[config.mk]
export PLATFORM = sky130hd
export DESIGN_NAME = branch_predictor
export DESIGN_NICKNAME = d
export VERILOG_FILES = /design/src/rtl/branch_predictor.sv
export SDC_FILE = /design/constraint.sdc
export NUM_CORES = 1
export LEC_CHECK = 0
export CORE_MARGIN = 5
export CORE_UTILIZATION = 45
export DETAILED_ROUTE_END_ITERATION = 12
export GPL_ROUTABILITY_DRIVEN = 1
export PLACE_DENSITY = 0.76
export SKIP_CTS_REPAIR_TIMING = 1
export SYNTH_ARGS = -nofsm -noshare
export SYNTH_HDL_FRONTEND = slang
export SYNTH_SLANG_ARGS = --single-unit
[constraint.sdc]
create_clock -name clk_i -period 4.3 [get_ports clk_i]
set_input_delay 0.43 -clock clk_i [delete_from_list [all_inputs] [get_ports clk_i]]
set_output_delay 0.43 -clock clk_i [all_outputs]
set_load 0.03 [all_outputs]
[src/rtl/branch_predictor.sv]
// branch_predictor: 2-bit saturating-counter BHT with mispredict flag; define BP_STATS_EN for branch/miss statistics counters
module branch_predictor #(
    parameter int         IDX_BITS   = 6,
    parameter logic [1:0] INIT_STATE = 2'b01
) (
    input  logic        clk_i,
    input  logic        rst_i,
    input  logic        pred_valid_i,
    input  logic [31:0] pred_pc_i,
    output logic        pred_taken_o,
    input  logic        upd_valid_i,
    input  logic [31:0] upd_pc_i,
    input  logic        upd_taken_i,
    input  logic        upd_pred_i,
    output logic        mispredict_o,
`ifdef BP_STATS_EN
    output logic [31:0] bp_branch_cnt_o,
    output logic [31:0] bp_miss_cnt_o,
`endif
    output logic        busy_o
);
    localparam int ENTRIES = 1 << IDX_BITS;

    logic [1:0]          bht [ENTRIES];
    logic [IDX_BITS-1:0] pred_idx;
    logic [IDX_BITS-1:0] upd_idx;
    logic [1:0]          cur;
    logic [1:0]          nxt;
    logic                unused_pc_bits;

    assign pred_idx       = pred_pc_i[IDX_BITS+1:2];
    assign upd_idx        = upd_pc_i[IDX_BITS+1:2];
    assign pred_taken_o   = pred_valid_i & bht[pred_idx][1];
    assign mispredict_o   = upd_valid_i & (upd_taken_i ^ upd_pred_i);
    assign busy_o         = 1'b0;
    assign unused_pc_bits = ^{pred_pc_i[31:IDX_BITS+2], pred_pc_i[1:0], upd_pc_i[31:IDX_BITS+2], upd_pc_i[1:0]};

    // saturating increment/decrement of the counter being trained
    always_comb begin
        cur = bht[upd_idx];
        nxt = upd_taken_i ? ((cur == 2'b11) ? cur : cur + 2'd1)
                          : ((cur == 2'b00) ? cur : cur - 2'd1);
    end

    // table write; read-before-write so a same-cycle prediction sees the old value
    always_ff @(posedge clk_i or negedge rst_i) begin
        if (!rst_i) begin
            for (int i = 0; i < ENTRIES; i++) bht[i] <= INIT_STATE;
        end else if (upd_valid_i) begin
            bht[upd_idx] <= nxt;
        end
    end

`ifdef BP_STATS_EN
    // saturating counts of resolved branches and mispredictions
    always_ff @(posedge clk_i or negedge rst_i) begin
        if (!rst_i) begin
            bp_branch_cnt_o <= '0;
            bp_miss_cnt_o   <= '0;
        end else begin
            if (upd_valid_i && bp_branch_cnt_o != 32'hFFFF_FFFF) bp_branch_cnt_o <= bp_branch_cnt_o + 32'd1;
            if (mispredict_o && bp_miss_cnt_o != 32'hFFFF_FFFF) bp_miss_cnt_o <= bp_miss_cnt_o + 32'd1;
        end
    end
`endif
endmodule

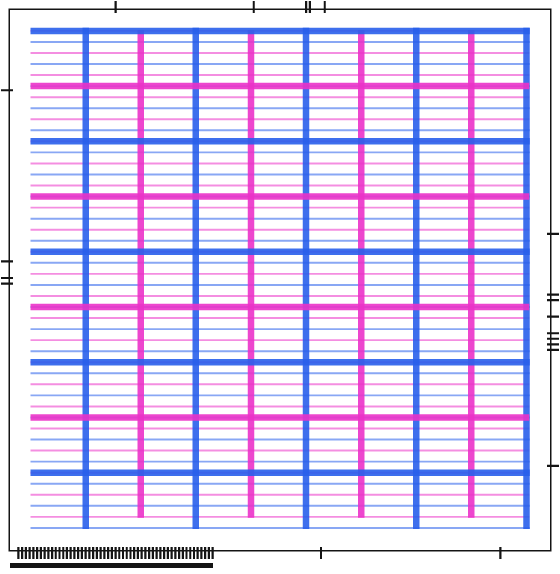
*Power grid*
Bar = 50 um. Pins as bars on the die edge.
[VSS] blue
[VDD] magenta
signal pins: 73
met4 straps: 9
rows: 45
met5 straps: 9
met1 rails: 46
core area: 0.0150 mm^2
die width: 133 um
Max VDD drop: 0.274 mV
die y size: 133 um

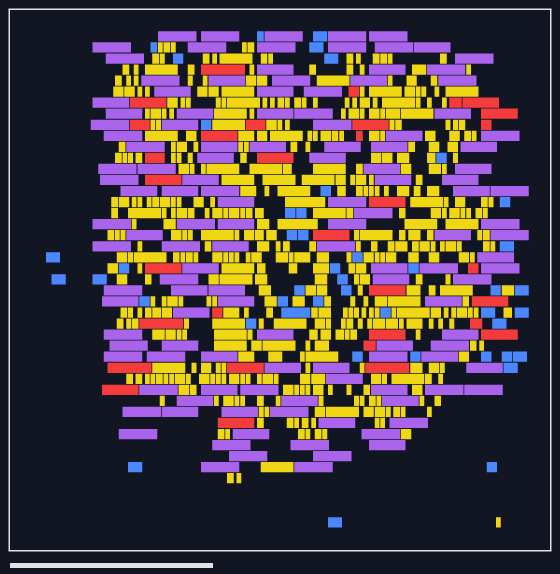
*Cells coloured by class*
Bar = 50 um.
[clock drivers and dummy loads] red | cells: 32 | share of their area: 8.5%
[sequential cells] purple | cells: 128 | share of their area: 43%
[combinational and other logic] yellow | cells: 476 | share of their area: 43%
[remaining buffers and delay cells] blue | cells: 45 | share of their area: 5.0%
Core Util, Final: 52.2%
post-route cell area: 0.00785 mm^2

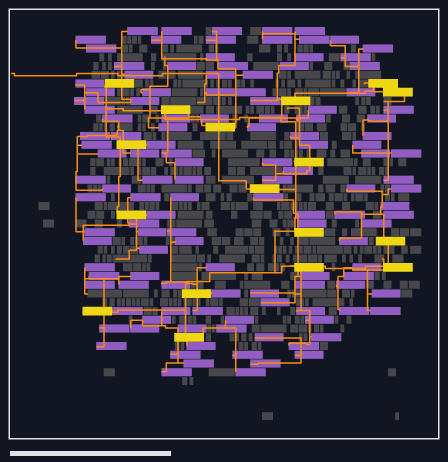
*Clock wires, drivers and flops*
Bar = 50 um.
[clock wires] orange | length: 1600 um
[flip-flops] purple | count: 128
[clock drivers] yellow | count: 17
routed clock nets: 18
flops lie: widely spread

==> impl_metrics.tcl <==
# yosys + openroad results
set metrics [dict create \
    status "complete, no violations" \
    power_switching_share_pct 25.7 \
    cts_tree "yes" \
    fillerInstances 1252 \
    synthCells 651 \
    top_power_group "the clock network" \
    comb_area_share_pct 41.7 \
    hold_slack_ns 0.0136 \
    remaining_drc_errors 0 \
    worstSkewPairLatency_ns 0.42 \
    dp_hpwl_mm 12.2 \
    warning_count 78 \
    dpl_worst_slack_ns 0.401 \
    cp_top_family "AND-OR/OR-AND gates" \
    rsz0062_at_grt "no" \
    crit_path_start "upd_pc_i[3]" \
    p_int_mw 2.57 \
    path_cells "clkdlybuf4s50_1 > buf_4 > nand4b_1 > o31ai_1 > o41ai_1 > nand4_1 > o41ai_4 > buf_12 > o21ai_0" \
    clock_tree.root_cell "clkbuf_16" \
    cpPeakStageDelay_ns 0.74 \
    drt.antenna.violating_nets 0 \
    worst-path-stages 9 \
    synth_cell_types 51 \
    grt_overflow 0 \
    power.leakage_nw 2.99 \
    worstPathArrival_ns 3.86 \
    met2_usage_pct 35.0 \
    register_area_mm2 0.00328 \
    top_register "bht" \
    top_regs "bht (128)" \
    fin_nets 738 \
    pg_comb_uw 451 \
    finalClockPeriodUsage_pct 82.6 \
    power_frac_clock_pct 45.1 \
    clockNetworkAreaShare_pct 8.26 \
    dominant_cells "flip-flops and latches" \
    seqPwrFrac_pct 41.9 \
    yosys.stat.seqShare_pct 48.2 \
    ys_cells 651 \
    powerSeq_mw 1.45 \
    cp_max_fo 61 \
    netlist.area_leader.share_pct 24.7 \
    top_layer_used "met4" \
    timing.final.hold_violations 0 \
    clkTransAtPathRegs_ns 0.06 \
    numSynthFlops 128 \
    fp_nets 721 \
    drtIter0Drc 696 \
    chipArea_mm2 0.0177 \
    critical_path_class "primary input to flip-flop" \
    signal_buffer_area_fraction_pct 4.88 \
    synthArstFlopShare_pct 100 \
    switchingPower_uw 889 \
    dr_wl_met2_mm 9.03 \
    wl_met1_mm 7.07 \
    p_total_mw 3.46 \
    timing.rr.end "bht[57]" \
    min_path_type "primary input to async pin" \
    crit_slowest_cell "clkdlybuf4s50_1" \
    final_max_slew_viol_count 0 \
    finalSetupViolations 0 \
    logic_gates 470 \
    cp.required_ns 4.61 \
    n_all_buffers 45 \
    n_all_inverters 6 \
    yosys_area_mm2 0.00681 \
    wl_met3_mm 1.60 \
    fmax_mhz 282 \
    slew_headroom_pct 13.3 \
    clock-skew-final_ns 0.00732 \
    firstDrtPassIters 6 \
    cellPowerDensity_mw_per_mm2 440 \
    drv_cap 0 \
    grt_pass1_vias 5642 \
    pwr-share-comb_pct 13.0 \
    yosys_warnings 0 \
    grtUsageMet1_pct 28.1 \
    rrSetupSlack_ns 1.26 \
    layout.cells.most_common_list "nand2_1 (200), o21ai_0 (66), o31ai_1 (65), dfstp_2 (64), dfrtp_1 (64)" \
    io_pins 73 \
    top_cell "nand2_1" \
    r2r-start "bht[116]" \
    topCellsByArea "dfstp_2 (25%), dfrtp_1 (24%), mux4_2 (14%), nand2_1 (11%), o31ai_1 (7.2%)" \
    layout_setup_ws_ns 0.749 \
    grt_antenna_before_repair 0 \
    n_antenna_cell 0 \
    grt_max_degree 62 \
    r2r_cells 7 \
    grt_first_pass_wirelength_mm 30.4 \
    setup.worst_path.end "bht[74]" \
    synth-edff-count 0 \
    fp_util_pct 45.3 \
    avgSynthCellArea_um2 10.5 \
    cts.sinks 128 \
    end_kind "flip-flop" \
    yosysTopAreaCell "dfstp_2" \
    top_cells_by_count "nand2_1 (200), o21ai_0 (66), o31ai_1 (65)" \
    powerClk_mw 1.56 \
    clkbuf_count 20 \
    lay_top_count "nand2_1" \
]
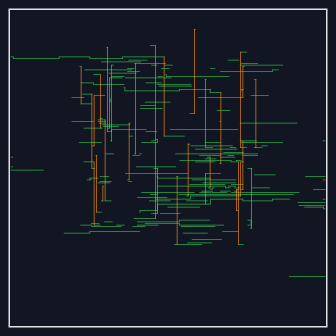
*Signal wires by layer*
Only two layers are drawn.
[metal 3] green | wire length: 1600 um
[metal 4] orange | wire length: 810 um
GR Util All Layers: 22.0%
via count: 5536
total wire length: 18.5 mm
WL/cell: 21.3 um

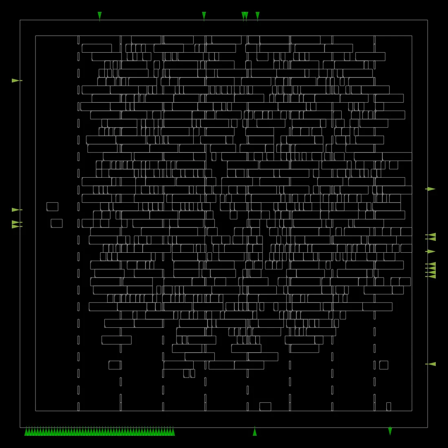
*Placement view*
Tap Count: 188
sequential cell count: 128
row count: 45
Final Non-Filler Cells: 869
fraction of area in registers: 41.9%

==> cell families (layout without fill, tap and decap cells) <==
logic type             count (synthesis)  count (layout)  share of synthesized area (%)
XOR/XNOR                               1               1                          0.129
buffers and inverters                 53              83                           3.95
AND-OR/OR-AND                        161             161                           15.8
flip-flops                           128             128                           48.2
multiplexers                          54              54                           15.9
other                                  1               1                         0.0551
AND/OR/NAND/NOR                      253             253                           15.9
==> through the flow <==
| step | utilization (%) | cell area (um^2) |
|---|---|---|
| final | 52.2 | 7850 |
| after global routing | 52.2 | 7850 |
| after CTS | 52.2 | 7850 |
| after detailed placement | 47.9 | 7200 |
| after global placement | 47.9 | 7200 |
| after floorplan | - | 6810 |
Power is estimated from default activity; no workload was simulated.
